### src/rtl/simmem_row_delay_sched.sv
// Row-buffer aware write-response delay scheduler for the simulated memory.
// Tags each accepted write address with the absolute cycle its response may leave.
package simmem_pkg;
  localparam int unsigned RowHitCost        = 10;
  localparam int unsigned PrechargeCost     = 50;
  localparam int unsigned ActivationCost    = 45;
  localparam int unsigned MaxBurstLen       = 4;
  localparam int unsigned IDWidth           = 4;
  localparam int unsigned AxAddrWidth       = 16;
  localparam int unsigned AxLenWidth        = 8;
  localparam int unsigned TimestampWidth    = 20;
  localparam int unsigned RowBufferLenWidth = 8;
endpackage

module simmem_row_delay_sched #(
  parameter int unsigned RowHitCost     = simmem_pkg::RowHitCost,
  parameter int unsigned PrechargeCost  = simmem_pkg::PrechargeCost,
  parameter int unsigned ActivationCost = simmem_pkg::ActivationCost,
  parameter int unsigned MaxBurstLen    = simmem_pkg::MaxBurstLen,
  parameter int unsigned TimestampWidth = simmem_pkg::TimestampWidth
) (
  input  logic                                 clk_i,
  input  logic                                 rst_i,
  input  logic                                 addr_valid_i,
  output logic                                 addr_ready_o,
  input  logic [simmem_pkg::IDWidth-1:0]       addr_id_i,
  input  logic [simmem_pkg::AxAddrWidth-1:0]   addr_i,
  input  logic [simmem_pkg::AxLenWidth-1:0]    burst_len_i,
  output logic                                 rel_valid_o,
  input  logic                                 rel_ready_i,
  output logic [simmem_pkg::IDWidth-1:0]       rel_id_o,
  output logic [TimestampWidth-1:0]            rel_timestamp_o,
  output logic [TimestampWidth-1:0]            now_o
);

  localparam int unsigned TsW  = TimestampWidth;
  localparam int unsigned IdW  = simmem_pkg::IDWidth;
  localparam int unsigned LenW = simmem_pkg::AxLenWidth;
  localparam int unsigned AddrW = simmem_pkg::AxAddrWidth;
  localparam int unsigned RowLsb = simmem_pkg::RowBufferLenWidth;
  localparam int unsigned RowW = AddrW - RowLsb;

  localparam logic [LenW-1:0] LenCap = LenW'(MaxBurstLen - 1);
  localparam logic [TsW-1:0] CostHit = TsW'(RowHitCost);
  localparam logic [TsW-1:0] CostClosed = TsW'(ActivationCost + RowHitCost);
  localparam logic [TsW-1:0] CostMiss =
    TsW'(PrechargeCost + ActivationCost + RowHitCost);

  logic [TsW-1:0]  r_now;
  logic [TsW-1:0]  r_busy_until;
  logic            r_busy_q;
  logic            r_row_open;
  logic [RowW-1:0] r_open_row;
  logic            r_rel_valid;
  logic [IdW-1:0]  r_rel_id;
  logic [TsW-1:0]  r_rel_ts;

  logic            w_ready;
  logic            w_accept;
  logic            w_busy;
  logic [RowW-1:0] w_row;
  logic [LenW-1:0] w_len_eff;
  logic [TsW-1:0]  w_base;
  logic [TsW-1:0]  w_start;
  logic [TsW-1:0]  w_release;

  assign w_ready  = !r_rel_valid || rel_ready_i;
  assign w_accept = addr_valid_i && w_ready;
  assign w_row    = addr_i[AddrW-1:RowLsb];

  // Equality, not ordering: the busy window must survive timestamp wrap.
  assign w_busy  = r_busy_q && (r_now != r_busy_until);
  assign w_start = w_busy ? r_busy_until : r_now;

  assign w_len_eff = (burst_len_i > LenCap) ? LenCap : burst_len_i;

  always_comb begin
    w_base = CostHit;
    if (!r_row_open) begin
      w_base = CostClosed;
    end else if (w_row != r_open_row) begin
      w_base = CostMiss;
    end
  end

  assign w_release = w_start + w_base + TsW'(w_len_eff);

  always_ff @(posedge clk_i or posedge rst_i) begin
    if (rst_i) begin
      r_now        <= '0;
      r_busy_until <= '0;
      r_busy_q     <= 1'b0;
      r_row_open   <= 1'b0;
      r_open_row   <= '0;
      r_rel_valid  <= 1'b0;
      r_rel_id     <= '0;
      r_rel_ts     <= '0;
    end else begin
      r_now <= r_now + TsW'(1);
      if (w_accept) begin
        r_rel_valid  <= 1'b1;
        r_rel_id     <= addr_id_i;
        r_rel_ts     <= w_release;
        r_busy_q     <= 1'b1;
        r_busy_until <= w_release;
        r_row_open   <= 1'b1;
        r_open_row   <= w_row;
      end else begin
        if (rel_ready_i) begin
          r_rel_valid <= 1'b0;
        end
        if (r_now == r_busy_until) begin
          r_busy_q <= 1'b0;
        end
      end
    end
  end

  assign addr_ready_o    = w_ready;
  assign rel_valid_o     = r_rel_valid;
  assign rel_id_o        = r_rel_id;
  assign rel_timestamp_o = r_rel_ts;
  assign now_o           = r_now;

endmodule

### config.mk
export PLATFORM = sky130hd
export DESIGN_NAME = simmem_row_delay_sched
export DESIGN_NICKNAME = d
export VERILOG_FILES = /design/src/rtl/simmem_row_delay_sched.sv
export SDC_FILE = /design/constraint.sdc
export NUM_CORES = 1
export LEC_CHECK = 0
export CAP_MARGIN = 0
export CORE_MARGIN = 8
export CORE_UTILIZATION = 45
export CTS_CLUSTER_DIAMETER = 100
export DETAILED_ROUTE_END_ITERATION = 7
export GPL_TIMING_DRIVEN = 0
export PLACE_DENSITY = 0.85
export SLEW_MARGIN = 30
export SYNTH_ARGS = -nofsm -noshare
export SYNTH_HDL_FRONTEND = slang
export SYNTH_SLANG_ARGS = --single-unit
### constraint.sdc
create_clock -name clk_i -period 4.4 [get_ports clk_i]
set_input_delay 0.88 -clock clk_i [delete_from_list [all_inputs] [get_ports clk_i]]
set_output_delay 0.88 -clock clk_i [all_outputs]
set_load 0.01 [all_outputs]
Figure 1. Gate-type map.
(2 px per micron)
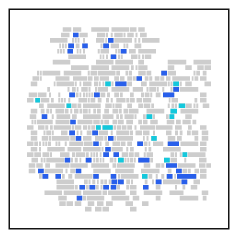
xor and xnor cells -> blue  # cells 50
non-inverting ao/oa cells -> cyan  # cells 15

Figure 2. Sequential cells colored by netlist name.
(4 px per micron) Other sequential cells in the stronger gray, the rest of the logic in the fainter gray.
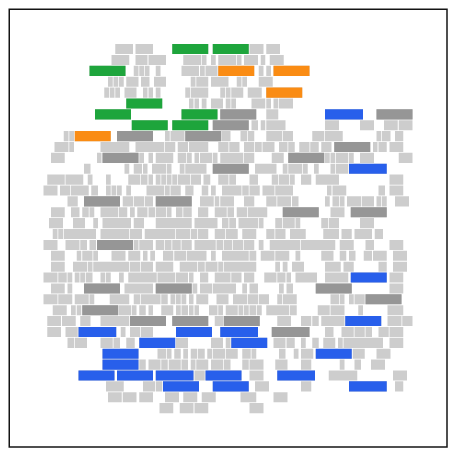
r_open_row -> green  # sequential cells 8
now_o -> blue  # sequential cells 20
rel_id_o -> orange  # sequential cells 4
not colored = 23

==> summary.txt <==
The full implementation flow was run.

The run finished with clean final reports. The area share of buffers outside the clock network stands at 0.208. The maximum fanout count along the critical path stands at 7. The setup path with the least slack is of type reg2reg.

The area fraction of clock buffers and clock inverters stands at 0.0168. Hold analysis lists the worst path endpoint as rel_id_o[0]. Sorting the synthesis cell report by count puts at the top nand2_1. After filler insertion, the fill cell instance count of the layout stands at 735. The routed design uses 696 microns of met3 wire.

The buffer count excluding the clock tree in the final layout stands at 121. Including well taps, the total number of placed cells is 619. Per the layout report, the design carries 6 clock buffers. The flip-flop and latch power stands at 695 uW. The number of DRC violations after detailed-routing iteration 0 stands at 235. The number of port buffers stands at 69. By area, logic gates come first. The final timing report gives a worst setup slack of 0.0972 ns. The count of cells in the finished layout, fillers not included, comes to 655.

For reference, the critical path cell chain is xnor2_4 -> nand4_1 -> nor3_4 -> a21boi_4 -> buf_8 -> mux2i_2 -> fa_1 -> inv_2 -> ha_4 -> inv_1 -> fa_2 -> nor2b_1 -> o21ai_1 -> nand2b_1 -> a31oi_4 -> a21o_4 -> buf_4 -> nor4_1 -> o21ai_1 -> o211ai_1. The overall chip area stands at 11,900 sq um. The number of global-route vias before repair stands at 3,763.

Hold-check failures listed in the final report amount to 0. The relative slew slack stands at 0.476. The pin closest to its max-slew limit shows a slew of 0.782 ns.

The placed wire-length estimate stands at 8.28 mm. The root buffer cell chosen for the clock tree is clkbuf_8. The net switching power in the latest report is 940 uW. The power density normalized to cell area stands at 423 nW/um^2. Per the cell usage report, the commonest logic cells after layout are nand2_1, clkdlybuf4s50_1, dfrtp_1, buf_4, xnor2_1.

The fraction of the cycle the final worst path needs stands at 0.978. Sorting the Yosys area breakdown by cell type puts at the top dfrtp_1. The part of the total power dissipated in combinational logic stands at 0.556. The number of clock sinks stands at 55. Multi-input logic gates represent a cell area share of 0.473. Synthesis handed over a netlist of 437 instances. The first-pass GRT wire length stands at 18.7 mm. The share of the Yosys chip area taken by registers is 0.353. The largest part of the power goes to combinational cells. The final routed DRC violation total stands at 0. The final critical delay including setup and external delays stands at 4.30 ns. Detailed routing placed a total of 5.78 mm of wire on met2.

Per the layout area report, the combinational gate area comes to 2510 sq um. The number of vias per cell stands at 5.52. The non-clock inverter count in the final layout stands at 21. The script reports the combined buffer and inverter count of the critical path as 4. The share of total power dissipated in sequential elements is 0.310. The maximum count of clock buffers along a single path stands at 2. The post-CTS setup repair buffer count stands at 11. The final layout contains a sequential cell count of 55.

Yosys reports a chip area of 3900 sq um. The power report attributes to the clock group a share of 0.134. STA classifies the critical path startpoint as a flip-flop.

Of the cells placed in the final design, the portion with a size suffix greater than 1 is 0.183. The source-to-sink clock delay at the later pin of the worst-skew pair stands at 0.32 ns. The total vias in the final route stands at 3,616.

The library cell used most frequently in the layout, excluding fill and tap cells, is nand2_1. For this block, the routed nets add up to 11.8 mm of wire. The first-pass iteration count of the detailed router stands at 6. The final timing report lists a max-slew violation count of 0. The switching power as a share of total power stands at 0.419. The number of warning messages in the logs stands at 34. The internal power component stands at 1300 uW. The global-route usage over all layers stands at 0.198. In this run the most used layer during global routing was met2. The setup slack on the worst flop-to-flop path stands at 0.1 ns.

The worst hold path passes through 2 cells. During tapcell insertion the tool placed 108 well taps. The initial antenna violation count was 0. The yosys warning tally stands at 0.

The startpoint identified for the worst hold timing path is rel_id_o[0]. The post-synth count of flops with an enable pin is 0. VDD sags by at most 0.000397 V. In this design, the largest share of critical-path delay is due to simple AND/OR/NAND/NOR gates. Per the gpl log, the routability congestion estimate is 0.922. The number of buffers created by CTS stands at 5. The detail-routed net length per standard cell stands at 18.0 microns. After clock tree synthesis, the clock-pin slew on the worst setup and hold paths is 0.11 ns. Derived from the worst setup path, the maximum achievable clock frequency is 232 MHz.

The combinational logic power stands at 1250 uW. Endpoints with negative setup slack in the final report add up to 0. Ranked by total cell area, the synthesized netlist is headed by dfrtp_1, nand2_1, xnor2_1.

The pre-CTS setup slack stands at -0.716 ns. Per STA, the endpoint of the critical path is r_busy_until[11]. The register area stands at 1390 sq um. The growth of design area from synthesis to finish stands at 36.1%.

The global routing report lists met3 layer usage as 0.0420. The floorplan report gives the top-level pin count as 78. The final net count stands at 596. For this run the aggregate overflow at the end of global routing stands at 0. The worst-case reg-to-reg path depth stands at 20. The tally of nets with antenna violations remaining after routing stands at 0. Per the synth log, the flip-flop and latch total comes to 55.

The repair_antennas step left the layout with diodes totalling 0. After layout, the setup clock skew is reported as 0.0111 ns. In this run the maximum-capacitance check reported violations numbering 0. The commonest cells after synthesis are nand2_1, dfrtp_1, xnor2_1. STA classifies the critical path endpoint as a flip-flop. The cell resize tally after clock tree synthesis stands at 24. In this run the number of H-tree levels came out at 2. The vertical die dimension reported for this design is 109 microns.

The longest incremental delay of any stage on the critical path is reported as 0.51 ns. The highest metal layer carrying signal wires in the routed design is met4. The data required time reported for the critical path is 4.63 ns. The critical path arrival stands at 4.54 ns.

TritonCTS built the clock tree. After detailed routing, the wire length on met1 is 4.95 mm. Per the OpenROAD floorplan log, the area of the core is 8550 sq um. In this run the cell area of the synthesized design comes to 3900 sq um. The number of cell rows stands at 34. The pin count of the biggest net entering global routing stands at 30.
-- metrics by stage --
stage	instance area, sq um	total power [uW]	utilization	TNS, ns	hold WS, ns
2_1_floorplan	3920	1340	-	0	0.466
3_3_place_gp	4750	1660	0.555	-4.83	0.459
3_5_place_dp	4770	1690	0.558	-5.83	0.465
4_1_cts	5030	2160	0.588	0	0.495
5_1_grt	5300	2380	0.620	-0.262	0.509
6_report	5300	2240	0.620	0	0.498
-- logic make-up (layout without fill, tap and decap cells) --
family,count (synthesis),in the layout,synth area share
and+or+nand+nor,175,175,0.212
AOI/OAI and AO/OA,70,71,0.127
DFF,55,55,0.353
xor gates and xnor gates,50,50,0.112
buffers and inverters,45,150,0.0568
muxes,22,22,0.0636
adders and majority gates,18,18,0.0732
other,2,6,0.00193
No activity file was given, so power comes from the tool's default toggle rates.
